$ cat src/rtl/writeback.sv
// writeback: retire stage with a 2-entry input FIFO dispatching to RAM, GPR and stack.
// Define WB_RAM_TIMEOUT_EN to bound the RAM grant wait to TMO_CYC cycles and flag wb_err.
module writeback #(
  parameter int DATA_W  = 14,
  parameter int ADDR_W  = 12,
  parameter int TMO_CYC = 15
) (
  input  logic                     clk,
  input  logic                     reset,
  input  logic [DATA_W+ADDR_W+3:0] complex_data,
  input  logic                     data_write,
  output logic                     pause_DECODE,
  output logic                     ram_wr,
  input  logic                     ram_garant_wr,
  output logic [ADDR_W-1:0]        addr_ram,
  output logic [DATA_W-1:0]        data_ram,
  output logic                     GPR_wr,
  output logic [ADDR_W-1:0]        addr_GPRout,
  output logic [DATA_W-1:0]        data_GPRout,
  output logic                     stack_push,
  output logic                     stack_pop,
  output logic                     halted,
  output logic                     wb_done,
  output logic                     wb_err
);
  localparam int W  = DATA_W + ADDR_W + 4;
  localparam int TW = $clog2(TMO_CYC + 1);
`ifdef WB_RAM_TIMEOUT_EN
  localparam bit TMO_EN = 1'b1;
`else
  localparam bit TMO_EN = 1'b0;
`endif
  localparam logic [3:0] OP_MOV_SR   = 4'd0;
  localparam logic [3:0] OP_INC_BIO  = 4'd1;
  localparam logic [3:0] OP_XOR_SR   = 4'd2;
  localparam logic [3:0] OP_NAND_SR  = 4'd3;
  localparam logic [3:0] OP_SRA_SR   = 4'd4;
  localparam logic [3:0] OP_XOR_BIO  = 4'd5;
  localparam logic [3:0] OP_NAND_BIO = 4'd6;
  localparam logic [3:0] OP_SRA_BIO  = 4'd7;
  localparam logic [3:0] OP_MOV_SA   = 4'd8;
  localparam logic [3:0] OP_MOV_BIO  = 4'd9;
  localparam logic [3:0] OP_INC_SR   = 4'd10;
  localparam logic [3:0] OP_POP_R    = 4'd11;
  localparam logic [3:0] OP_PUSH_R   = 4'd12;
  localparam logic [3:0] OP_HLT      = 4'd13;

  typedef enum logic [2:0] {IDLE, EXEC, RAM_WAIT, DONE, HALT} state_t;
  state_t state, state_nx;

  logic [W-1:0] fifo [2];
  logic [W-1:0] work;
  logic [1:0] count;
  logic wp, rp, push, pop;
  logic [3:0] op;
  logic [ADDR_W-1:0] addr;
  logic [DATA_W-1:0] data;
  logic is_ram, is_gpr, exec, grant_done, tmo_hit;
  logic [TW-1:0] tmo_cnt;

  assign {data, addr, op} = work;
  assign push = data_write && count != 2'd2;
  assign pop = state == IDLE && count != 2'd0;
  assign pause_DECODE = count == 2'd2 || halted;
  assign is_ram = op inside {OP_MOV_SR, OP_INC_BIO, OP_XOR_SR, OP_NAND_SR, OP_SRA_SR,
                             OP_XOR_BIO, OP_NAND_BIO, OP_SRA_BIO};
  assign is_gpr = op inside {OP_MOV_SA, OP_MOV_BIO, OP_INC_SR, OP_POP_R};
  assign exec = state == EXEC;
  assign tmo_hit = TMO_EN && tmo_cnt == TW'(TMO_CYC - 1);
  assign grant_done = state == RAM_WAIT && (ram_garant_wr || tmo_hit);

  always_ff @(posedge clk)
    if (push) fifo[wp] <= complex_data;

  always_ff @(posedge clk or negedge reset)
    if (!reset) begin
      count <= '0;
      wp <= 1'b0;
      rp <= 1'b0;
      work <= '0;
    end else begin
      count <= count + 2'(push) - 2'(pop);
      wp <= wp ^ push;
      rp <= rp ^ pop;
      if (pop) work <= fifo[rp];
    end

  always_ff @(posedge clk or negedge reset)
    if (!reset) state <= IDLE;
    else state <= state_nx;

  always_comb begin
    state_nx = state;
    case (state)
      IDLE:     state_nx = pop ? EXEC : IDLE;
      EXEC:     state_nx = op == OP_HLT ? HALT : is_ram ? RAM_WAIT : DONE;
      RAM_WAIT: state_nx = grant_done ? DONE : RAM_WAIT;
      DONE:     state_nx = IDLE;
      default:  state_nx = state;
    endcase
  end

  // Counts grant-less cycles in RAM_WAIT; only consulted when the timeout is built in.
  always_ff @(posedge clk or negedge reset)
    if (!reset) tmo_cnt <= '0;
    else tmo_cnt <= (state == RAM_WAIT && !grant_done) ? tmo_cnt + 1'b1 : '0;

  always_ff @(posedge clk or negedge reset)
    if (!reset) begin
      ram_wr <= 1'b0;
      addr_ram <= '0;
      data_ram <= '0;
      GPR_wr <= 1'b0;
      addr_GPRout <= '0;
      data_GPRout <= '0;
      stack_push <= 1'b0;
      stack_pop <= 1'b0;
      halted <= 1'b0;
      wb_done <= 1'b0;
      wb_err <= 1'b0;
    end else begin
      GPR_wr <= exec && is_gpr;
      stack_pop <= exec && op == OP_POP_R;
      stack_push <= exec && op == OP_PUSH_R;
      wb_done <= state == DONE;
      halted <= halted || (exec && op == OP_HLT);
      wb_err <= wb_err || (grant_done && !ram_garant_wr);
      if (exec && is_gpr) begin
        addr_GPRout <= addr;
        data_GPRout <= data;
      end
      if (exec && is_ram) begin
        ram_wr <= 1'b1;
        addr_ram <= addr;
        data_ram <= data;
      end else if (grant_done) ram_wr <= 1'b0;
    end
endmodule

$ cat config.mk
export PLATFORM = sky130hd
export DESIGN_NAME = writeback
export DESIGN_NICKNAME = d
export VERILOG_FILES = /design/src/rtl/writeback.sv
export SDC_FILE = /design/constraint.sdc
export NUM_CORES = 1
export LEC_CHECK = 0
export ABC_AREA = 0
export CAP_MARGIN = 20
export CORE_MARGIN = 10
export CORE_UTILIZATION = 57
export CTS_CLUSTER_SIZE = 16
export DETAILED_ROUTE_END_ITERATION = 6
export PLACE_DENSITY = 0.84
export RECOVER_POWER = 100
export SYNTH_ARGS = -nofsm -noshare
export SYNTH_HDL_FRONTEND = slang
export SYNTH_SLANG_ARGS = --single-unit
export TNS_END_PERCENT = 50
$ cat constraint.sdc
create_clock -name clk -period 3.9 [get_ports clk]
set_input_delay 0.39 -clock clk [delete_from_list [all_inputs] [get_ports clk]]
set_output_delay 0.39 -clock clk [all_outputs]
set_load 0.01 [all_outputs]
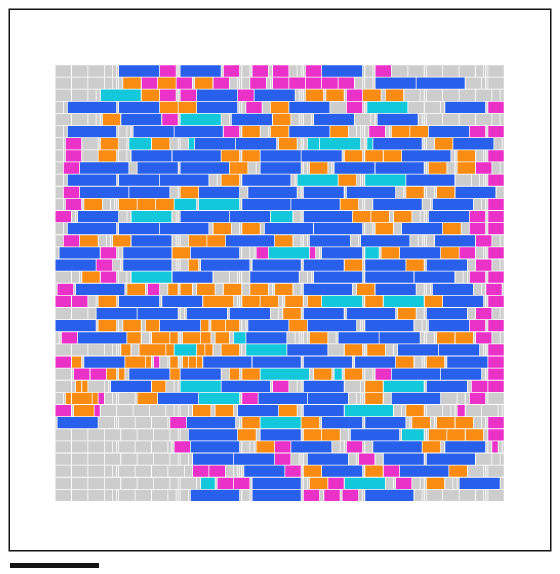
**Above:** run 1 (placement by cell class).
Bar = 20 um. Fill, decap, tap and diode cells in grey.
colour	class	cells	share of their area
orange	remaining logic cells	152	21%
magenta	remaining buffers and delay cells	101	13%
cyan	clock drivers and dummy loads	32	8.5%
blue	registers	156	57%
FP Rows: 36
Core Area: 9860 um2
design area: 7530 um2
Util after Layout: 76.3%
fraction of area in registers: 55.8%

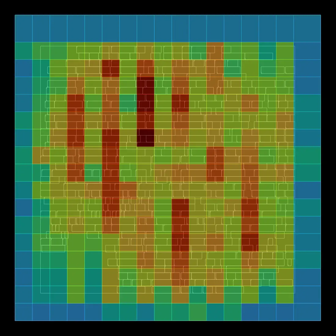
**Above:** run 1 (routing congestion map).
total track usage: 16.7%
met3 Usage GRT: 5.58%
met1 global-route usage: 19.3%

==> job_summary.md, run 1 <==
### Yosys + OpenROAD results

| Metric | Value |
|---|---|
| Pwr Density | `857 nW/um2` |
| XOR/XNOR Fraction of Synth Area | `0.451%` |
| YS warnings | `0` |
| Max Fanout on Critical Path | `31` |
| Yosys top cell area share | `41.2%` |
| Tool Warnings | `27` |
| Plain + repair buffers | `101` |
| Worst min path class | `flop to flop` |
| Longest Clk Path Bufs | `2` |
| Logic area | `1550 um2` |
| CP Launch Type | `flop` |
| Main area contributors | `dfrtp_1 (41%), edfxtp_1 (31%), mux2_2 (22%)` |
| Seq/Total Area, Yosys | `72.1%` |
| Worst r2r src | `state[1]$_DFFE_PN0P_` |
| Die width | `121 um` |
| Tap Count | `133` |
| Worst Setup SP | `state[1]$_DFFE_PN0P_` |
| Cell Area, Synth | `5830 um2` |
| MaxCap Viol Count | `4` |
| Post-Syn Nets | `358` |
| Async set-reset flop share out of synthesis | `61.5%` |
| Drt pass-1 iters | `4` |
| Ant diodes | `0` |
| Flops | `156` |
| Power Total | `0.00645 W` |
| Pins over their slew limit | `157` |
| Dominant flop cell | `dfrtp_1` |
| Vias per inst | `5.43` |
| Area leader, netlist | `dfrtp_1` |
| Grt ovf | `0` |
| Crit path arrival time | `3.14 ns` |
| FMAX | `365 MHz` |
| Worst setup path end | `work[14]$_DFFE_PN0P_` |
| Non-Filler Instances | `574` |
| CTS buffer count | `17` |
| Min-Delay Path Depth | `0` |
| Layout cells sized above 1 | `33.6%` |
| Post-Synthesis Cells | `320` |
| Final Cycle Share | `70.2%` |
| Fillers | `545` |
| Final number of hold-violating endpoints | `0` |
| Top cell excl fill/tap | `mux2_2` |
| Die height | `121 um` |
| Capturing point of the worst reg2reg path | `work[14]$_DFFE_PN0P_` |
| Pin count of the biggest net entering global routing | `84` |
| Clock buffer cells | `25` |
| Detail Route Antenna Nets | `0` |
| Routed vias | `3119` |
| Comb/total area | `20.5%` |
| CP Class | `flop to flop` |
| Element type at the critical path end | `flop` |
| Floorplan core density | `59.1%` |
| Wire per inst | `20.7 um` |
| Failing checks | `max-capacitance violations, max-slew violations` |
| Initial antenna violation count | `0` |
| Worst Hold Path EP | `wb_err$_DFF_PN0_` |
| Logic family by area | `multiplexers` |
| Synth Area in Adders | `0.859%` |
| Clk_skew | `0.00783 ns` |
| Synth flops | `156` |
| Crit path DRT | `4.30 ns` |
| Placed Area | `6910 um2` |
| Largest cell class by area | `sequential cells` |
| Hold WS | `0.369 ns` |
| Hpwl dp | `7.52 mm` |
| RSZ-0062 raised after global routing | `false` |
| Met2 usage | `27.7%` |
| Vias in the first global route | `3408` |
| HP Start | `wb_err$_DFF_PN0_` |
| Status | `finished with violations` |
| Post-Route WL | `11.9 mm` |
| Top-count cell post-synth | `mux2_2` |
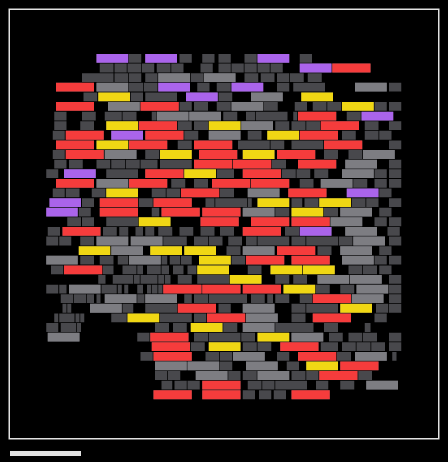
**Above:** run 1 (where the registers sit).
Bar = 20 um. Other sequential cells in the stronger grey, the rest of the logic in the fainter grey.
colour	netlist name	flops
yellow	`work`	30
red	`fifo`	60
purple	`data_GPRout`	14
not coloured	52
Seq group: 0.00280 W
total area of sequential cells: 4200 um2

run 1: report_power, final:
group	switching (W)	internal [W]
registers	0.000418	0.00239
clock network	0.000628	0.00106
logic	0.000819	0.00115
total	0.00186	0.00459
run 1: critical path, stage by stage (launching register included):
cell and delay [ns]:
dfrtp_1 0.56, nor3_1 0.13, o21ai_4 0.08, clkbuf_1 1.37, mux2_2 0.46
run 1: what timing repair did:
action	4_1_cts	5_1_grt
gates resized	0	0
hold buffers	0	1
setup endpoints to repair	0	0
endpoints found under the hold margin	0	21
run 1: flip-flops by register name, summed over array words and instances (netlist names), 2 cells and up:
register and count:
data_ram 14, addr_ram 12, state 3, work 30
data_GPRout 14, fifo 60, count 2, addr_GPRout 12
**Run 1: metal layers overlaid**

Bar = 20 um. Two of the layers only.
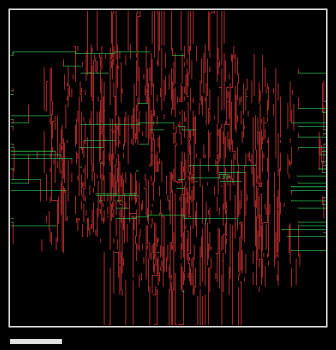

==> run 2, diff against run 1 <==
--- a/config.mk
+++ b/config.mk
@@ -8,10 +8,10 @@
 export ABC_AREA = 0
 export CAP_MARGIN = 20
 export CORE_MARGIN = 10
-export CORE_UTILIZATION = 57
+export CORE_UTILIZATION = 48
 export CTS_CLUSTER_SIZE = 16
 export DETAILED_ROUTE_END_ITERATION = 6
-export PLACE_DENSITY = 0.84
+export PLACE_DENSITY = 0.76
 export RECOVER_POWER = 100
 export SYNTH_ARGS = -nofsm -noshare
 export SYNTH_HDL_FRONTEND = slang
==> constraint.sdc (replaced) <==
create_clock -name clk -period 2.35 [get_ports clk]
set_input_delay 0.235 -clock clk [delete_from_list [all_inputs] [get_ports clk]]
set_output_delay 0.235 -clock clk [all_outputs]
set_load 0.01 [all_outputs]
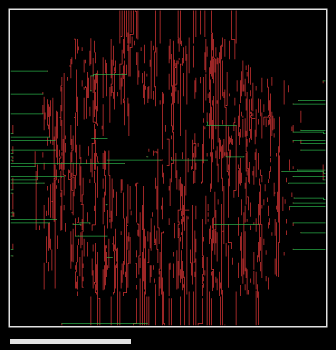
**Above:** run 2 (metal layers overlaid).
Bar = 50 um. Two of the layers only.
colour	layer	wire length
red	M2	5850 um
green	M3	612 um

==> run 2 against run 1 <==
Effect of this change: the run now ends clean; register-to-register slack got worse by 0.80 ns; maximum frequency rose by 38%; critical endpoint is now addr_ram[9]$_DFFE_PN0P_; flip-flop count did not move.
==> job_summary.md, run 2 <==
### Yosys + OpenROAD results

| Metric | Value |
|---|---|
| Status | `completed` |
| Post-layout min period | `1.99 ns` |
| Longest Clk Path Bufs | `2 (unchanged)` |
| Non-clock inverters | `5` |
| Max Fanout on Critical Path | `14 (-55%)` |
| Largest register FFs | `60 (unchanged)` |
| Fraction of area in registers | `55.8% (about the same)` |
| CTS buffer count | `17 (unchanged)` |
| Initial antenna violation count | `1 (+1)` |
| FP Rows | `40 (+11%)` |
| Vias in the first global route | `3498 (+2.6%)` |
| Hold WS | `0.369 ns (+0.000612 ns)` |
| Fillers | `891 (+63%)` |
| Async set-reset flop share out of synthesis | `61.5% (unchanged)` |
| Placed Area | `6970 um2 (+0.96%)` |
| Seq group | `0.00462 W (+65%)` |
| YS warnings | `0 (unchanged)` |
| Crit path DRT | `2.64 ns (-1.66 ns)` |
| NetSw | `0.00297 W (+59%)` |
| CP Cell Sequence | `and2b_1, nor3b_1, clkbuf_2, mux2_2` |
| XOR/XNOR Fraction of Synth Area | `0.451% (unchanged)` |
| Slowest stage delay, CP | `0.44 ns (-0.93 ns)` |
| Pin count of the biggest net entering global routing | `54 (-36%)` |
| Top Layout Cells | `mux2_2 (112), dfrtp_1 (95), dlygate4sd3_1 (91)` |
| Element type at the critical path end | `flop` |
| Sequential power share | `44.1% (+0.7 points)` |
| Endpoints failing setup | `0` |
| Worst path bufs/invs | `1 (unchanged)` |
| FMAX | `503 MHz (+38%)` |
| Seq/Total Area, Yosys | `72.1% (unchanged)` |
| Plain + repair buffers | `104 (+3.0%)` |
| Hpwl dp | `7.51 mm (-0.15%)` |
| Worst r2r src | `state[2]$_DFFE_PN0P_` |
| Crit-path leading delay family | `simple AND/OR/NAND/NOR gates` |
| Drt pass-1 iters | `4 (unchanged)` |
| Detail Route Antenna Nets | `0 (unchanged)` |
| Average size of a mapped cell | `18.2 um2` |
| Total area of sequential cells | `4210 um2 (about the same)` |
| Switching Fraction | `28.4% (-0.51 points)` |
| Routed vias | `3059 (-1.9%)` |
| MaxCap Viol Count | `0 (-4)` |
| Final Cycle Share | `84.7% (+14 points)` |
| CP Class | `flop to flop` |
| Yosys top cell area share | `41.2% (unchanged)` |
| Int Pwr | `0.00750 W (+63%)` |
| HP Start | `wb_err$_DFF_PN0_` |
| Pins over their slew limit | `0 (-100%)` |
| Post-Synthesis Cells | `320 (unchanged)` |
| Worst Setup SP | `state[2]$_DFFE_PN0P_` |
| Clk_skew | `0.00788 ns (+0.0000576 ns)` |
| Post-Syn Nets | `358 (unchanged)` |
| Comb group | `0.00318 W (+62%)` |
| Synth flops | `156 (unchanged)` |
| Wire per inst | `18.8 um (-9.4%)` |
| Worst setup path end | `addr_ram[9]$_DFFE_PN0P_` |
| Grt ovf | `0 (unchanged)` |
| Die width | `130 um (+7.5%)` |
| Design area | `7530 um2 (about the same)` |
| Top reg by flops | `fifo` |
| RSZ-0062 raised after global routing | `false` |
| Ys cells | `320` |
| Comb power frac | `30.3% (about the same)` |
| Clock Power | `0.00267 W (+58%)` |
| Floorplan core density | `48.7% (-10 points)` |
| Logic family by area | `multiplexers` |
| Clock buffer cells | `19 (-24%)` |
| Dominant flop cell | `dfrtp_1` |
| Final number of hold-violating endpoints | `0 (unchanged)` |
| Crit path arrival time | `2.28 ns (-0.86 ns)` |
| Main power group | `sequential cells` |
| Post-Route WL | `11.1 mm (-6.6%)` |
| Pwr Density | `1390 nW/um2 (+62%)` |
| Largest cell class by area | `sequential cells` |
| Total track usage | `14.2% (-2.5 points)` |
| Biggest regs | `fifo (60), work (30)` |
| Clock Power Share | `25.5% (-0.6 points)` |
| Tool Warnings | `27 (unchanged)` |
| Core Area | `12000 um2 (+21%)` |
| Layout cells sized above 1 | `34.9% (+1.3 points)` |
| Worst Hold Path EP | `wb_err$_DFF_PN0_` |
| Logic area | `1530 um2 (-0.73%)` |
| Die height | `130 um (+7.5%)` |
| Top cell excl fill/tap | `mux2_2` |
| Worst min path class | `flop to flop` |
| Cell Area, Synth | `5830 um2 (unchanged)` |
| Ant diodes | `1 (+1)` |
| CP Launch Type | `flop` |
| Flops | `156 (unchanged)` |
| CP max-delay cell | `dfrtp_1` |
| Cell depth of the worst setup path | `4 (unchanged)` |
| Synth Area in Adders | `0.859% (unchanged)` |
| Top-count cell post-synth | `mux2_2` |
| Area leader, netlist | `dfrtp_1` |
| Comb/total area | `20.4% (-0.16 points)` |
| Capturing point of the worst reg2reg path | `addr_ram[9]$_DFFE_PN0P_` |
| Tap Count | `147 (+11%)` |
| Min-Delay Path Depth | `0 (unchanged)` |
| Main area contributors | `dfrtp_1 (41%), edfxtp_1 (31%), mux2_2 (22%)` |
| Vias per inst | `5.17 (-4.9%)` |
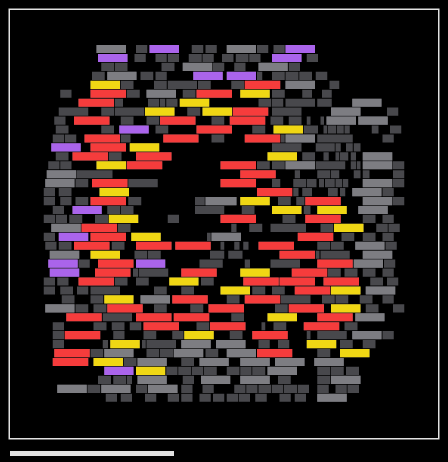
**Above:** run 2 (where the registers sit).
Bar = 50 um. Other sequential cells in the stronger grey, the rest of the logic in the fainter grey.
colour	netlist name	flops
red	`fifo`	60
yellow	`work`	30
purple	`data_GPRout`	14

## run 2: layer usage
layer / GRT usage, % / vias up / wire [um]
li1: - / 1403 / -
met4: 6.55 / 0 / 151
met3: 4.46 / 11 / 612
met1: 15.9 / 1581 / 4520
met2: 24.3 / 64 / 5850
met5: 0 / - / 0
## run 2: through the flow
stage / setup WS [ns] / utilization [%] / instances / total power, W
after floorplan: 0.491 / - / 320 / 0.00650
after global placement: 0.673 / 58.3 / 558 / 0.00799
after detailed placement: 0.596 / 58.3 / 558 / 0.00818
after CTS: 0.447 / 63.3 / 591 / 0.0109
after global routing: 0.280 / 63.0 / 591 / 0.0111
final: 0.361 / 63.0 / 592 / 0.0105
## run 2: repair_timing
action | CTS | global route
gates resized | 0 | 0
hold buffers | 1 | 0
endpoints found under the hold margin | 43 | 0
Power is estimated from default activity; no workload was simulated.
